==> src/rtl/instr_fetch.sv <==
// Fetch stage: issues ROM reads at pc_out, buffers {instr, pc} in a prefetch FIFO and controls PC hold/redirect.
// Optional FETCH_BYPASS_EN presents an in-flight ROM word directly when the FIFO is empty.
module instr_fetch #(
    parameter int ADDR_W  = 16,
    parameter int INSTR_W = 16,
    parameter int DEPTH   = 4
) (
    input  logic                     clk,
    input  logic                     rst_n,
    input  logic [ADDR_W-1:0]        pc_out,
    output logic                     pc_load,
    output logic [ADDR_W-1:0]        pc_new,
    output logic                     rom_en,
    output logic [ADDR_W-1:0]        rom_addr,
    input  logic [INSTR_W-1:0]       rom_data,
    input  logic                     redirect_valid,
    input  logic [ADDR_W-1:0]        redirect_target,
    output logic                     instr_valid,
    input  logic                     instr_ready,
    output logic [INSTR_W-1:0]       instr_data,
    output logic [ADDR_W-1:0]        instr_pc,
    output logic [$clog2(DEPTH):0]   fifo_count
);

    localparam int PW = $clog2(DEPTH);
    localparam int CW = PW + 1;

    logic [INSTR_W-1:0] mem_data [DEPTH];
    logic [ADDR_W-1:0]  mem_pc   [DEPTH];

    logic [PW-1:0]      rd_ptr, wr_ptr, rd_ptr_nxt, wr_ptr_nxt;
    logic [CW-1:0]      count, count_nxt;
    logic               inflight;
    logic [ADDR_W-1:0]  inflight_pc;
    logic [INSTR_W-1:0] head_data, head_data_nxt;
    logic [ADDR_W-1:0]  head_pc, head_pc_nxt;

    logic credit, issue, push, pop, fifo_valid;

    // Credit ignores same-cycle pops so a word in flight always has a free slot.
    always_comb begin
        credit = ({1'b0, count} + {{CW{1'b0}}, inflight}) < (CW+1)'(DEPTH);
        issue  = !redirect_valid && credit;
    end

    assign rom_addr   = pc_out;
    assign rom_en     = rst_n && issue;
    assign pc_load    = rst_n && (redirect_valid || !issue);
    assign pc_new     = redirect_valid ? redirect_target : pc_out;
    assign fifo_count = count;
    assign fifo_valid = (count != '0);
    assign pop        = fifo_valid && instr_ready;

`ifdef FETCH_BYPASS_EN
    logic bypass;
    always_comb begin
        bypass      = !fifo_valid && inflight && !redirect_valid;
        push        = inflight && !redirect_valid && !(bypass && instr_ready);
        instr_valid = fifo_valid || bypass;
        instr_data  = bypass ? rom_data    : head_data;
        instr_pc    = bypass ? inflight_pc : head_pc;
    end
`else
    always_comb begin
        push        = inflight && !redirect_valid;
        instr_valid = fifo_valid;
        instr_data  = head_data;
        instr_pc    = head_pc;
    end
`endif

    always_comb begin
        rd_ptr_nxt = pop  ? rd_ptr + PW'(1) : rd_ptr;
        wr_ptr_nxt = push ? wr_ptr + PW'(1) : wr_ptr;
        case ({push, pop})
            2'b10:   count_nxt = count + CW'(1);
            2'b01:   count_nxt = count - CW'(1);
            default: count_nxt = count;
        endcase
        // Head register tracks the next FIFO head; a push into an empty queue bypasses the array.
        head_data_nxt = '0;
        head_pc_nxt   = '0;
        if (count_nxt != '0) begin
            if (push && (rd_ptr_nxt == wr_ptr)) begin
                head_data_nxt = rom_data;
                head_pc_nxt   = inflight_pc;
            end else begin
                head_data_nxt = mem_data[rd_ptr_nxt];
                head_pc_nxt   = mem_pc[rd_ptr_nxt];
            end
        end
    end

    always_ff @(posedge clk) begin
        if (push) begin
            mem_data[wr_ptr] <= rom_data;
            mem_pc[wr_ptr]   <= inflight_pc;
        end
    end

    always_ff @(posedge clk or negedge rst_n) begin
        if (!rst_n) begin
            rd_ptr      <= '0;
            wr_ptr      <= '0;
            count       <= '0;
            inflight    <= 1'b0;
            inflight_pc <= '0;
            head_data   <= '0;
            head_pc     <= '0;
        end else if (redirect_valid) begin
            rd_ptr    <= '0;
            wr_ptr    <= '0;
            count     <= '0;
            inflight  <= 1'b0;
            head_data <= '0;
            head_pc   <= '0;
        end else begin
            rd_ptr    <= rd_ptr_nxt;
            wr_ptr    <= wr_ptr_nxt;
            count     <= count_nxt;
            head_data <= head_data_nxt;
            head_pc   <= head_pc_nxt;
            inflight  <= issue;
            if (issue) begin
                inflight_pc <= pc_out;
            end
        end
    end

    a_no_push_when_full : assert property (@(posedge clk) disable iff (!rst_n)
        !(push && (count == CW'(DEPTH))));

endmodule

==> config.mk <==
export PLATFORM = sky130hd
export DESIGN_NAME = instr_fetch
export DESIGN_NICKNAME = d
export VERILOG_FILES = /design/src/rtl/instr_fetch.sv
export SDC_FILE = /design/constraint.sdc
export NUM_CORES = 1
export LEC_CHECK = 0
export CORE_MARGIN = 1.5
export CORE_UTILIZATION = 31
export DETAILED_ROUTE_END_ITERATION = 6
export HOLD_SLACK_MARGIN = 0.08
export REMOVE_ABC_BUFFERS = 1
export SETUP_SLACK_MARGIN = 0.05
export SLEW_MARGIN = 15
export SYNTH_ARGS = -nofsm -noshare
export SYNTH_HDL_FRONTEND = slang
export SYNTH_SLANG_ARGS = --single-unit
==> constraint.sdc <==
create_clock -name clk -period 6.8 [get_ports clk]
set_input_delay 1.7 -clock clk [delete_from_list [all_inputs] [get_ports clk]]
set_output_delay 1.7 -clock clk [all_outputs]
set_load 0.01 [all_outputs]
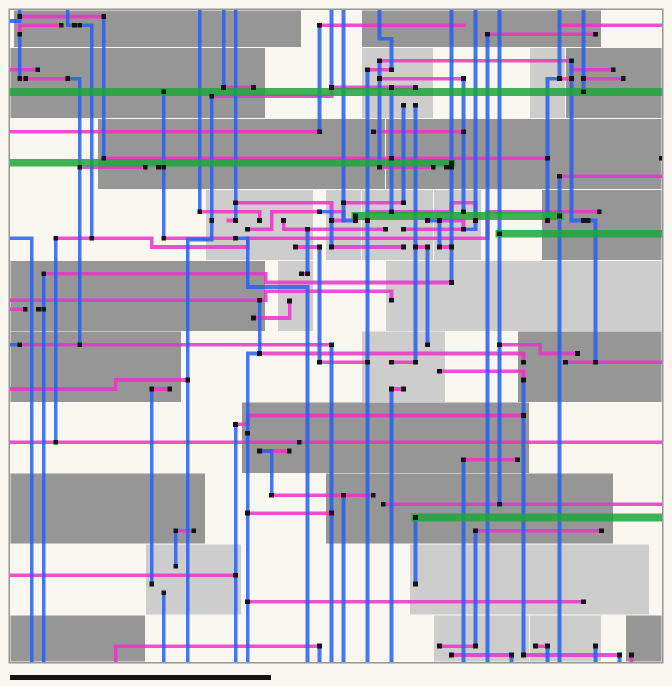
run_1/closeup.png
Scale bar: 10 µm. Window x 73 to 98, y 39 to 64 µm. Cells in grey, sequential cells in the stronger grey; small squares are vias.
- blue: M2
- green: M3
- magenta: M1
- most frequent: edfxtp_1 (10), mux2i_1 (2), o31ai_1 (2)
- netlist names of flops here include: `mem_pc` (6), `mem_data` (4)
- cells with their middle in the window: 24
- sequential cells in the window: 11

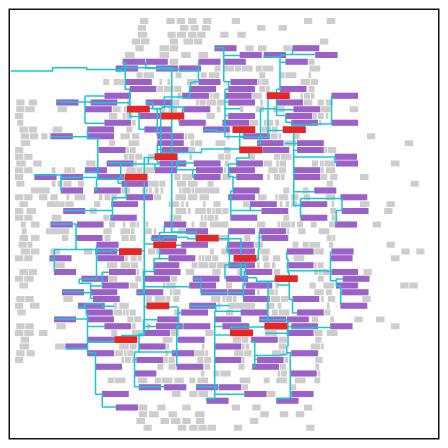
run_1/clock_wires.png
- purple: flip-flops (count 184)
- red: clock-net drivers (count 17)
- cyan: clock wires (length 2070 µm)
- routed clock nets: 18
Power Clock: 0.000921 W
clock latency on the worst-skew pair: 0.42 ns

==> run summary, run 1 <==
The full implementation flow was run.

Among all stages on the critical path, the maximum delay recorded is between 0.5 and 0.6 ns. In the synthesized netlist the async set-or-reset flop fraction comes to a little under a third. In this run the register-to-register setup slack is between 3 and 4 ns. In this run, the clock network consumes between 20% and 30% of the power.

The cell-internal power stands at 0.002574 W. Counting cells, the worst reg-to-reg path comes to 8. sky130_fd_sc_hd__edfxtp_1 takes more of the synthesized area than any other cell. The fraction of layout cells with a size suffix above 1 stands at between 20 and 25%. Input and output buffers added on the ports amount to around 120. The net count of the finished layout is 803.

In this run the post-CTS setup repair buffer count came out at 0. The horizontal extent of the die stands at approximately 170 µm. The hold violation count in the final report stands at 0. Per the OpenROAD power report, leakage power amounts to approximately 3.7 nW. The cell total after placement stands at approximately 1100. The biggest slice of the total power is consumed by combinational cells. The final worst setup slack stands at between 1 and 1.5 ns. The synthesis-stage register bit count stands at 184. The number of max-capacitance violations reported stands at 0. The number of DRC violations after detailed routing stands at 0.

Looking at the gate-level netlist, the highest instance count belongs to sky130_fd_sc_hd__edfxtp_1. The clock buffer count from CTS stands at 17. The number of instances resized during post-cts repair stands at 0.

For reference, the top cells by area after synthesis are sky130_fd_sc_hd__edfxtp_1 44%, sky130_fd_sc_hd__dfrtp_1 16%, sky130_fd_sc_hd__a211oi_1 5.5%. The final non-filler cell total stands at 1135. The final critical path takes up approximately 80% of the cycle.

The post-synthesis compound-gate area fraction stands at just over 20%. Clock tree synthesis found a total of roughly 180 sinks. The area share of the leading cell type in the synthesized netlist stands at roughly 44%. The share of the core area taken by cells at floorplan is between 30% and 40%.

In the final run the clock tree shows a worst skew of approximately 0.011 ns. The combinational gate power stands at approximately 0.0016 W. After Yosys synthesis, and, or, nand and nor cells account for 4.763% of the synthesized area.

The total grt overflow stands at 0. In this run, synthesis inferred 128 flip-flops with an integrated enable. The worst slew slack as a fraction of its limit stands at 32.34%. The post-place setup slack stands at approximately 1.4 ns.

In this run the worst setup path terminates at rom_en. Derived from the worst setup path, the maximum achievable clock frequency is between 0.15 and 0.2 GHz. The commonest cells after synthesis are 128 x sky130_fd_sc_hd__edfxtp_1, 65 x sky130_fd_sc_hd__a211oi_1, 56 x sky130_fd_sc_hd__dfrtp_1.

The vertical die size stands at approximately 170 µm. The sequential element share of the synthesized area stands at between 50 and 60%. The count of hold buffers inserted by post-cts repair stands at 0. The synthesized instance count is between 600 and 700. The final standard cell utilization of the core stands at between 30 and 40%.

The met2 wire length stands at approximately 11000 µm. Detailed placement ended at an HPWL of around 12000 µm. The clock H-tree reported by CTS has 4 levels. The initialized floorplan defines roughly 61 standard-cell rows. In the detailed route, the total length drawn on met3 is 1182 µm. The launch point of the critical path was reported as redirect_valid. Counting along the longest clock path gives a buffer depth of 2.

In the hold timing report, the worst path depth is 0. The smallest clock period supported by the final layout is computed as between 5 and 6 ns. The stage-log warning count stands at 28.

The overall power consumption stands at ~0.004 W. The part of the total power dissipated in combinational logic stands at about 40%. The flow reports that sequential cells draw 37.4% of the design power. The first global-routing pass estimated between 30000 and 40000 µm of wire. The number of buffer and inverter instances along the worst setup path stands at 3.

The layer flagged by global routing as most heavily used is met2. The fraction of met1 tracks used by global routing stands at between 20 and 25%. Per the detail_route log, the uppermost layer with routed signals is met4. The startpoint identified for the worst hold timing path is inflight_pc[15]. The cell area after technology mapping stands at 0.008826 mm².

The routing usage on met3 stands at approximately 2.5%. For this block, the initial DRC count from the detailed router was 325. The report lists the cells along the critical path as clkdlybuf4s50_1 -> buf_4 -> a311oi_4 -> and2_1 -> clkdlybuf4s50_1. The cell total in the yosys stat output stands at about 670. For hold timing, the worst endpoint is mem_pc[2][15]. The total of warnings raised by yosys stands at 0. The worst ir drop on vdd stands at between 0.2 and 0.3 mV. The instance area after placement stands at roughly 0.010 mm².

The via count of the first global-routing pass was 5860. Total power normalized to cell area comes to 372.7 mW/mm². TritonCTS built the clock tree. Across all hold checks on the routed design, the worst slack comes to between 0.5 and 0.6 ns.

The full die area stands at about 0.029 mm². The synthesized chip area reported by yosys stands at about 0.0088 mm². Looking at the reg2reg group, the worst path ends at instr_pc[15]. The startpoint identified for the worst register-to-register timing path is fifo_count[0]. The average cell area after synthesis stands at 13.19 µm². STA classifies the critical path endpoint as a primary output.

Looking at the max-slew report, the worst-margin pin has a slew of a little over 1 ns. Net switching is a little over a third of the power. The worst setup path is launched from an input port. In the final layout, the registers with the most flip-flops are mem_data (64), mem_pc (64). Sequential power for this build is ~0.0015 W.

The arrival time of the worst setup path stands at ~3.7 ns. The run finished with clean final reports. For this run, the detailed router reports a per-instance via density of between 5 and 6. The area growth from synthesis to layout stands at 23.43%. The detailed router put a total of 9927 µm of wire on met1. The switching power total stands at ~0.0015 W. For the completed layout, the total cell area is recorded as 0.01089 mm². The pin count of the biggest net entering global routing stands at around 100. After Yosys synthesis, XOR and XNOR cells account for less than 1% of the synthesized area. The floorplan step defined a core boundary enclosing ~0.028 mm². Pin placement for this block handled roughly 120 I/O pins.
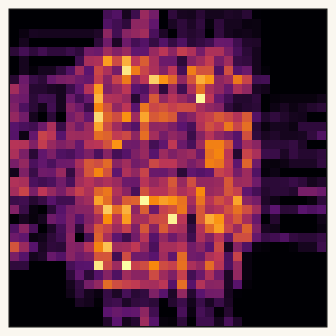
run_1/route_heat.png
34 x 34 tiles, from black (low) to pale yellow (high), scaled to the fullest tile. Values are wire area over tile area, all layers added.
- mean over tiles: 0.12
- nearly empty tiles: 23%
- densest ninth of the die: centre
- fullest tile: 0.46
- tiles over half the peak: 15%
total detailed-routing wirelength: 21910 µm
GRT Resource Usage Total: 15.24%
routed via count: 5802
average wire length per cell after detail routing: 19.30 µm

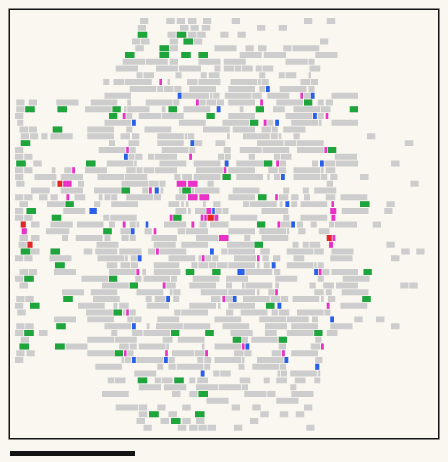
run_1/gates.png
Scale bar: 50 µm.
- red: and/or cells (cells 5; most used or3_1)
- magenta: nor cells (cells 53; most used nor2_1)
- green: mux cells (cells 66; where widely spread)
- blue: nand cells (cells 35; most used nand3_1)
logic share of the area: 28.70%
most common logic cell in the routed design: sky130_fd_sc_hd__edfxtp_1

## run 1: cell type report
cell class / instances / area, µm²
clock buffer: 22 / 474.2
clock inverter: 9 / 75.07
fill: 2651 / 17040
inverter: 38 / 143.9
multi-input combinational: 367 / 3127
sequential: 184 / 5253
tap: 378 / 473.0
timing repair buffer: 137 / 1349
## run 1: layout by cell type (no fill, tap or decap), drive strengths merged, types with 17 or more instances in the layout
master | netlist | routed
nand3 | 31 | 31
nor2 | 46 | 46
clkdlybuf4s50 | 0 | 120
buf | 33 | 17
inv | 38 | 37
o221a | 32 | 32
edfxtp | 128 | 128
mux2i | 33 | 33
o31ai | 32 | 32
mux2 | 33 | 33
clkbuf | 47 | 22
a2bb2oi | 31 | 31
dfrtp | 56 | 56
a211oi | 95 | 95
## Run 2: what changed since run 1
==> constraint.sdc (replaced) <==
create_clock -name clk -period 4.3 [get_ports clk]
set_input_delay 1.075 -clock clk [delete_from_list [all_inputs] [get_ports clk]]
set_output_delay 1.075 -clock clk [all_outputs]
set_load 0.01 [all_outputs]
==> run 2 against run 1 <==
Compared with the run above:
- combinational power is 56% higher
- largest power group unchanged
- clock-buffer cell count unchanged
- critical path depth shrank 1
==> run summary, run 2 <==
The full implementation flow was run.

The flow ran to the end, and the final reports show no timing, DRC or antenna violations. The total global-route track usage stands at 15.60% (+0.36 points). The overall power consumption is 0.006493 W (+60%). In the layout the commonest cells are 128 x sky130_fd_sc_hd__edfxtp_1, 120 x sky130_fd_sc_hd__clkdlybuf4s50_1, 65 x sky130_fd_sc_hd__a211oi_1, 54 x sky130_fd_sc_hd__dfrtp_1, 41 x sky130_fd_sc_hd__nor2_1. Summed over all instances, the cell type with the most area after synthesis is sky130_fd_sc_hd__edfxtp_1. The fraction of layout cells with a size suffix above 1 stands at 20.94% (+0.33 points). The switching power total is 0.002353 W (+58%).

The via density per instance came to 5.175 (+1.2%). STA lists the startpoint of the worst hold path as inflight_pc[3]. The vertical die size stands at 171.7 µm (unchanged). The I/O pin total is 122 (unchanged). The post-place setup slack came to 0.09376 ns (-1.306 ns). The buffers inserted during post-CTS setup optimization was 0 (unchanged). Looking at the reg2reg group, the worst path ends at instr_data[15]. The largest stage delay on the critical path is 0.52 ns (-0.07 ns).

The total clock network power stands at 0.00150 W (+63%). The stage-log warning count stands at 30 (+7.1%). The DRC violation total after the first TritonRoute iteration stands at 373 (+15%).

The cell-internal power was 0.004140 W (+61%). The number of combinational gates with multiple inputs was 367 (unchanged). The total grt overflow stands at 0 (unchanged).

The worst ir drop on vdd stands at 0.5411 mV (+85%). For hold timing, the worst endpoint is mem_pc[3][3]. The routing usage on met3 came to 3.428% (+0.94 points). The combinational gate power was 0.00253 W (+56%). Counting instances in the post-synthesis netlist gives the leading cell types as 128 x sky130_fd_sc_hd__edfxtp_1, 65 x sky130_fd_sc_hd__a211oi_1, 56 x sky130_fd_sc_hd__dfrtp_1. The largest share of the power goes to combinational cells.

The number of buffer and inverter instances along the worst setup path came to 3 (unchanged). The number of instances resized during post-cts repair was 0 (unchanged). The total number of clock tree sinks stands at 184 (unchanged).

The hold violation count in the final report is 0 (unchanged). The startpoint identified for the worst register-to-register timing path is fifo_count[1]. The cell area after technology mapping was 0.008826 mm² (unchanged). The detailed router used layers up to and including met4. The worst setup path is launched from an input port. The initial core utilization stands at 31.60% (unchanged).

The worst hold path stage count stands at 0 (unchanged). The clock tree cell share of total cell area stands at 5.072% (+0.030 points). The full die area came to 0.02949 mm² (unchanged).

The layout clock buffer count was 22 (unchanged). met2 is the most crowded layer. The number of placement rows is 61 (unchanged).

The share of total power consumed by net switching came to 36.24% (-0.36 points). TritonCTS built the clock tree. The maximum count of clock buffers along a single path stands at 2 (unchanged). The clock network latency to the later pin of the worst-skew pair stands at 0.43 ns (about the same). The first-pass GRT wire length stands at 34580 µm (+2.2%). The post-synthesis compound-gate area fraction is 20.33% (unchanged). The area growth from synthesis to layout is 24.37%. The via count of the first global-routing pass stands at 5961 (+1.7%).

The area occupied by registers came to 0.005253 mm² (unchanged). The area share of the leading cell type in the synthesized netlist stands at 43.55% (unchanged). The met2 wire length stands at 10620 µm (about the same).

The clock buffer count from CTS came to 17 (unchanged). The cell total in the yosys stat output stands at 669 (unchanged). The simple logic cell fraction of the synthesized area stands at 4.763% (unchanged). The via total after detailed routing is 5910 (+1.9%). The final routed wire length divided by cell count stands at 19.35 µm (+0.24%). The total of warnings raised by yosys came to 0 (unchanged). The power density relative to cell area stands at 591.5 mW/mm² (+59%). The sequential element share of the synthesized area was 59.43% (unchanged).

The part of the total power dissipated in combinational logic was 39.0% (-0.9 points). The critical path starts at redirect_valid. The critical path goes through clkdlybuf4s50_1 -> buf_4 -> mux2_2 -> clkdlybuf4s50_1. The portion of total power attributed to the clock network came to 23.2% (+0.5 points). The worst reg2reg path depth came to 10 (+2). The largest registers in the layout are mem_data (64), mem_pc (64).

The detailed-route wire length on metal 1 came to 10130 µm (+2.0%). The fraction of met1 tracks used by global routing was 21.28% (+0.72 points). The number of buffer cells added on primary ports stands at 121 (unchanged). The top cell type in the final layout, fill and taps aside, is sky130_fd_sc_hd__edfxtp_1. The horizontal extent of the die stands at 171.7 µm (unchanged). The most common cell in the synthesized netlist is sky130_fd_sc_hd__edfxtp_1. The final worst setup slack is 0.3662 ns (-1.071 ns). The arrival time of the worst setup path stands at 2.86 ns (-0.80 ns).

The synthesis-stage register bit count is 184 (unchanged). The part of the total power dissipated in sequential elements came to 37.9% (+0.5 points). The number of non-clock inverters in the layout stands at 38 (unchanged). The sequential fraction of total cell area was 47.85% (-0.36 points). The count of flip-flops with a built-in enable after synthesis is 128 (unchanged). The number of DRC violations after detailed routing was 0 (unchanged).

The synthesized chip area reported by yosys stands at 0.008826 mm² (unchanged). The aggregate routed wire length stands at 22100 µm (+0.86%). The worst slew slack as a fraction of its limit stands at 22.27% (-10 points).

The worst-case clock skew was 0.01100 ns (+0.0002451 ns). The sequential cell power was 0.00246 W (+62%). The inserted tap cell count came to 378 (unchanged). The register-to-register path setup slack stands at 0.95 ns (-2.25 ns). The met3 wire length came to 1052 µm (-11%).
run 2: stage by stage:
stage,utilization (%),area (µm²),instances,setup TNS (ns),hold WS (ns)
3_5_place_dp,37.30,10420,1110,0,0.5378
2_1_floorplan,-,8439,589,-64.59,0.4939
3_3_place_gp,37.30,10420,1110,0,0.5409
4_1_cts,39.30,10980,1142,0,0.5522
5_1_grt,39.30,10980,1142,0,0.5910
6_report,39.30,10980,1142,0,0.5522
run 2: how the worst max path moves through the flow:
stage,to,slack (ns),cells after the start
after CTS,pc_new[6],0.34,4
final,pc_new[6],0.37,4
after global placement,instr_data[15],0.06,10
after global routing,pc_new[6],0.28,4
after floorplan,instr_data[15],-2.14,9
after detailed placement,instr_data[15],0.09,10
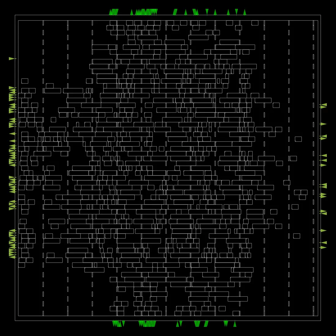
run_2/placed.png
layout filler cell count: 2665
FFs & Latches: 184
area of the core region: 0.02793 mm²

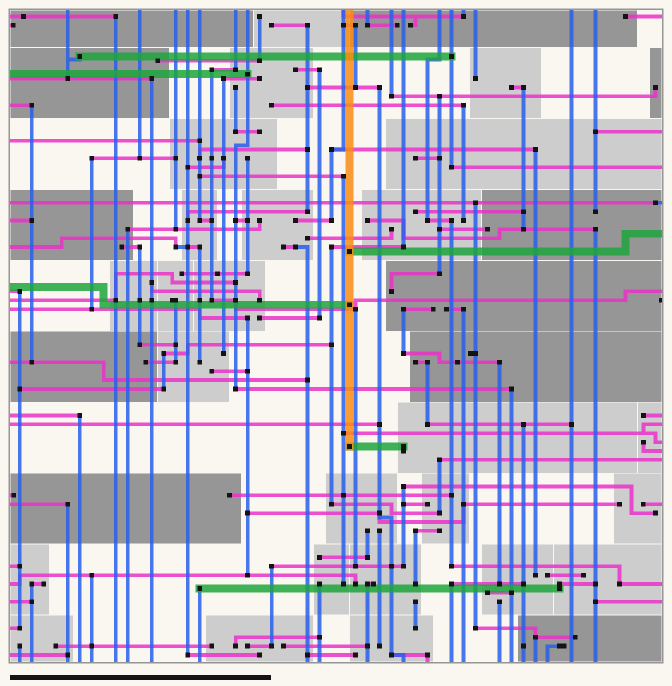
run_2/closeup.png
Scale bar: 10 µm. Window x 73 to 98, y 39 to 64 µm. Cells in grey, sequential cells in the stronger grey; small squares are vias.
- blue: M2
- magenta: M1
- green: M3
- orange: M4
- netlist names of flops here include: `mem_data` (4), `mem_pc` (4)
- most frequent: edfxtp_1 (8), a211oi_1 (5)
- sequential cells in the window: 9
- cells with their middle in the window: 33

## Run 3: what changed since run 2
--- a/config.mk
+++ b/config.mk
@@ -5,7 +5,7 @@
 export SDC_FILE = /design/constraint.sdc
 export NUM_CORES = 1
 export LEC_CHECK = 0
-export CORE_MARGIN = 1.5
+export CAP_MARGIN = 25
 export CORE_UTILIZATION = 31
 export DETAILED_ROUTE_END_ITERATION = 6
 export HOLD_SLACK_MARGIN = 0.08
==> run 3 against run 2 <==
Compared with the run above:
- design area rose by 0.82%
- register-to-register slack better by 0.06 ns
- sequential cell count is the same
- wire length grew 1.1%
- clock-buffer cell count is 1 lower
- sequential share of layout area decreased by 0.39 points
- highest routed layer unchanged
==> run summary, run 3 <==
The full implementation flow was run.

The final worst setup slack came to 0.3680 ns (+0.001751 ns). The mux share of post-synthesis cell area stands at 7.953%. The detailed-router iteration count before antenna repair stands at 5.

The fraction of met1 tracks used by global routing is 21.31% (+0.029 points). Global route summary, busiest routing layer listed as met2. The cell total in the yosys stat output came to 669 (unchanged). The share of total power consumed by net switching stands at 36.36% (+0.12 points).

The number of antenna-violating nets in the routed design stands at 0. The power density relative to cell area stands at 598.1 mW/mm² (+1.1%). The clock network latency to the later pin of the worst-skew pair stands at 0.43 ns (about the same). The number of buffer cells added on primary ports was 121 (unchanged). The number of instances resized during post-cts repair is 0 (unchanged). The synthesized netlist devotes less than 1% of its cell area to XOR and XNOR gates. The total clock network power came to 0.00154 W (+3%). The sequential cell power was 0.00241 W (-2%). The flow measured a signed area growth from synthesis to layout of 25.39%. The simple logic cell fraction of the synthesized area came to 4.763% (unchanged).

Looking at the reg2reg group, the worst path starts from fifo_count[1]. The aggregate routed wire length stands at 22340 µm (+1.1%). The number of buffer and inverter instances along the worst setup path stands at 4 (+1).

The register-to-register path setup slack stands at 1.01 ns (+0.06 ns). In the final layout, the registers with the most flip-flops are mem_data (64), mem_pc (64). The endpoint identified for the worst register-to-register timing path is instr_data[1]. The combinational gate power came to 0.00267 W (+6%).

The worst ir drop on vdd was 0.4757 mV (-12%). The pin slew with the least headroom to its limit stands at ~1.1 ns. The full die area is 0.02915 mm² (-1.2%). Of the combinational cells, the family taking the most area is AND-OR/OR-AND gates. In the synthesized netlist, the number of instances is 669. The largest part of the power goes to combinational cells.

The sum of negative setup slack came to 0 ns (unchanged). The routing usage on met3 was 3.493% (+0.065 points). 0 antenna diodes ended up in the layout. The area share of the leading cell type in the synthesized netlist stands at 43.55% (unchanged). The total number of clock tree sinks is 184 (unchanged).

The maximum count of clock buffers along a single path stands at 2 (unchanged). The top cell type in the final layout, fill and taps aside, is sky130_fd_sc_hd__edfxtp_1. The overall power consumption stands at 0.006619 W (+1.9%). After clock tree synthesis, the flow added hold-fix buffers numbering 0. The worst reg2reg path depth stands at 10 (unchanged). The timing report shows that the slowest cell on the worst path is sky130_fd_sc_hd__clkdlybuf4s50_1. The area of the core was 0.02786 mm² (-0.27%). The worst hold path stage count came to 0 (unchanged). The total grt overflow stands at 0 (unchanged). The via density per instance was 5.244 (+1.3%).

The synthesis run shows the most used standard cells to be 128 x sky130_fd_sc_hd__edfxtp_1, 65 x sky130_fd_sc_hd__a211oi_1, 56 x sky130_fd_sc_hd__dfrtp_1. The area of all placed cells without fillers stands at 0.01107 mm² (+0.82%). The switching power total was 0.002407 W (+2.3%). The synthesized chip area reported by yosys stands at 0.008826 mm² (unchanged). Setup repair after global routing left no endpoint under its margin. Routability-driven placement finished with a final weighted congestion of 0.7301.

The initial core utilization stands at 31.68% (+0.087 points). The stage-log warning count stands at 31 (+3.3%). The vertical die size stands at 170.7 µm (-0.58%). The cell total after placement stands at 1113 (+0.27%).

The fraction of layout cells with a size suffix above 1 was 21.61% (+0.67 points). The horizontal extent of the die came to 170.7 µm (-0.58%). STA classifies the critical path endpoint as a primary output.

The synthesized design spends more area on one cell type than any other, namely sky130_fd_sc_hd__edfxtp_1. The first-pass GRT wire length came to 35220 µm (+1.8%). Per the finish-stage timing summary, setup violations number 0. The clock buffer count from CTS stands at 17 (unchanged). The number of DRC violations after detailed routing is 0 (unchanged). The part of the total power dissipated in sequential elements stands at 36.4% (-1.5 points).

OpenSTA lists the critical path startpoint as redirect_valid. The cell area after technology mapping stands at 0.008826 mm² (unchanged). The via count of the first global-routing pass stands at 6242 (+4.7%). The final-stage net count stands at 813. The final routed wire length divided by cell count is 19.49 µm (+0.75%). Listed in order, past its start point the critical path passes clkdlybuf4s50_1 -> buf_4 -> a311oi_4 -> buf_4 -> nor2b_1 -> clkdlybuf4s50_1. The H-tree was split into 4 levels. The arrival time of the worst setup path stands at 2.86 ns (about the same). The final hold slack came to 0.5455 ns (-0.006682 ns). The post-place setup slack stands at 0.04837 ns (-0.04539 ns). The DRC violation total after the first TritonRoute iteration stands at 481 (+29%). The flow ran to the end, and the final reports show no timing, DRC or antenna violations. In the layout the commonest cells are 128 x sky130_fd_sc_hd__edfxtp_1, 120 x sky130_fd_sc_hd__clkdlybuf4s50_1, 65 x sky130_fd_sc_hd__a211oi_1, 54 x sky130_fd_sc_hd__dfrtp_1, 41 x sky130_fd_sc_hd__nor2_1.

The number of placement rows stands at 61 (unchanged). The tally of filler cells in the layout stands at 2620 (-1.7%). The number of max-slew violations in the final report stands at 0. The final standard cell utilization of the core stands at 39.73% (+0.43 points). The hold violation count in the final report came to 0 (unchanged). The buffers inserted during post-CTS setup optimization was 0 (unchanged). Yosys attributes the largest share of cell area to sky130_fd_sc_hd__edfxtp_1 44%, sky130_fd_sc_hd__dfrtp_1 16%, sky130_fd_sc_hd__a211oi_1 5.5%. The worst slew slack as a fraction of its limit stands at 29.42% (+7.2 points). The cell-internal power stands at 0.004213 W (+1.8%).

The worst-case clock skew was 0.006697 ns (-0.004303 ns). Per the synth stats, the flop cell with the highest instance count is sky130_fd_sc_hd__edfxtp_1. The critical path is of the in2out type.

The average cell area after synthesis stands at about 13 µm². Along the worst path, the maximum fanout reaches 24. The most common cell in the synthesized netlist is sky130_fd_sc_hd__edfxtp_1. Looking at the hold checks, the worst path lands on mem_pc[3][4].

STA classifies the critical path startpoint as an input port. The portion of total power attributed to the clock network came to 23.2% (about the same). The count of flip-flops with a built-in enable after synthesis stands at 128 (unchanged). The total of warnings raised by yosys came to 0 (unchanged). The final non-filler cell total stands at 1146 (+0.35%). For the worst min-delay path, the startpoint reported by OpenROAD is inflight_pc[4]. The synthesis-stage register bit count came to 184 (unchanged). The post-synthesis compound-gate area fraction stands at 20.33% (unchanged). The part of the total power dissipated in combinational logic stands at 40.4% (+1.4 points). In the CTS report, the clock slew at the register clock pins of the worst setup and hold paths is listed as 0.07 ns.

The I/O pin total stands at 122 (unchanged). The largest stage delay on the critical path stands at 0.55 ns (+0.03 ns). The number of antenna violations at the first check in global routing came to 1.

The instance area after placement stands at 0.01046 mm² (+0.34%). The sequential element share of the synthesized area came to 59.43% (unchanged). TritonCTS built the clock tree.
run 3: cell counts after synthesis:
No cell type changed its count.
run 3: area by class of cell:
cell class	count	area [µm²]	share of cell area [%]
clock buffer	21	460.4	4.161
clock inverter	11	123.9	1.119
inverter	38	143.9	1.300
multi-input combinational	367	3127	28.25
sequential	184	5253	47.46
tap	378	473.0	4.274
timing repair buffer	147	1486	13.43
run 3: worst max-delay path by stage:
stage,end,slack [ns],depth (start not counted)
floorplan,instr_data[15],-2.14,9
global placement,instr_data[15],0.13,9
detailed placement,instr_data[4],0.05,9
CTS,pc_load,0.31,6
global route,pc_load,0.25,6
finish,pc_load,0.37,6
run 3: routing by layer:
layer,vias to the layer above,share of wire (%)
li1,2759,-
met1,3028,45
met2,200,48
met3,23,5.6
met4,0,1.3
met5,-,0
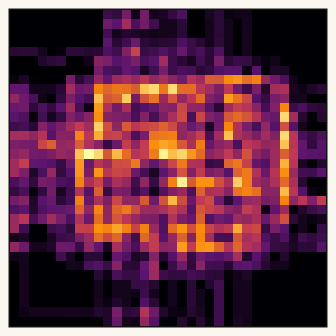
run_3/route_heat.png
34 x 34 tiles, from black (low) to pale yellow (high), scaled to the fullest tile. Values are wire area over tile area, all layers added.
- tiles over half the peak: 16%
- nearly empty tiles: 24%
- densest ninth of the die: centre
- mean over tiles: 0.12
- fullest tile: 0.49
routed via count: 6010
GRT Resource Usage Total: 16.25%

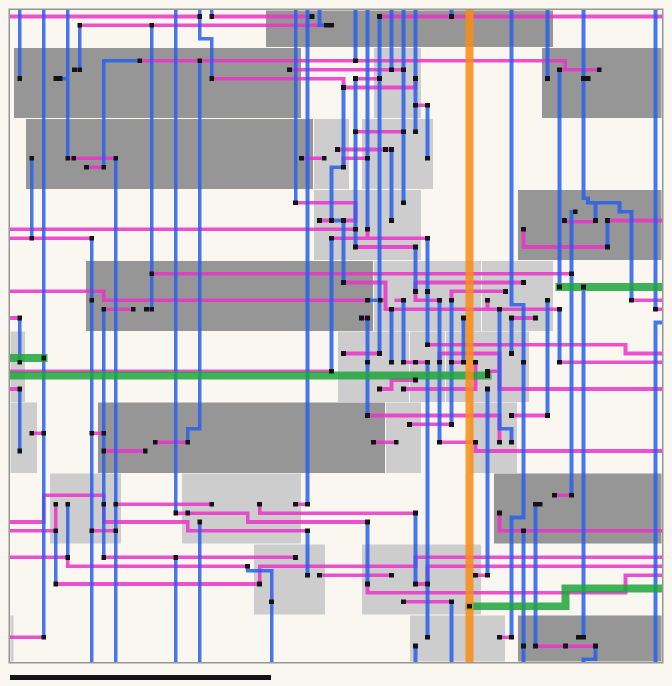
run_3/closeup.png
Scale bar: 10 µm. Window x 73 to 98, y 39 to 64 µm. Cells in grey, sequential cells in the stronger grey; small squares are vias.
- orange: M4
- magenta: M1
- blue: M2
- green: M3
- most frequent: edfxtp_1 (8), a211oi_1 (3)
- cells with their middle in the window: 24
- sequential cells in the window: 8
- netlist names of flops here include: `mem_pc` (5), `mem_data` (3)

Power figures rest on the tool's default switching activity, not on a simulated workload.
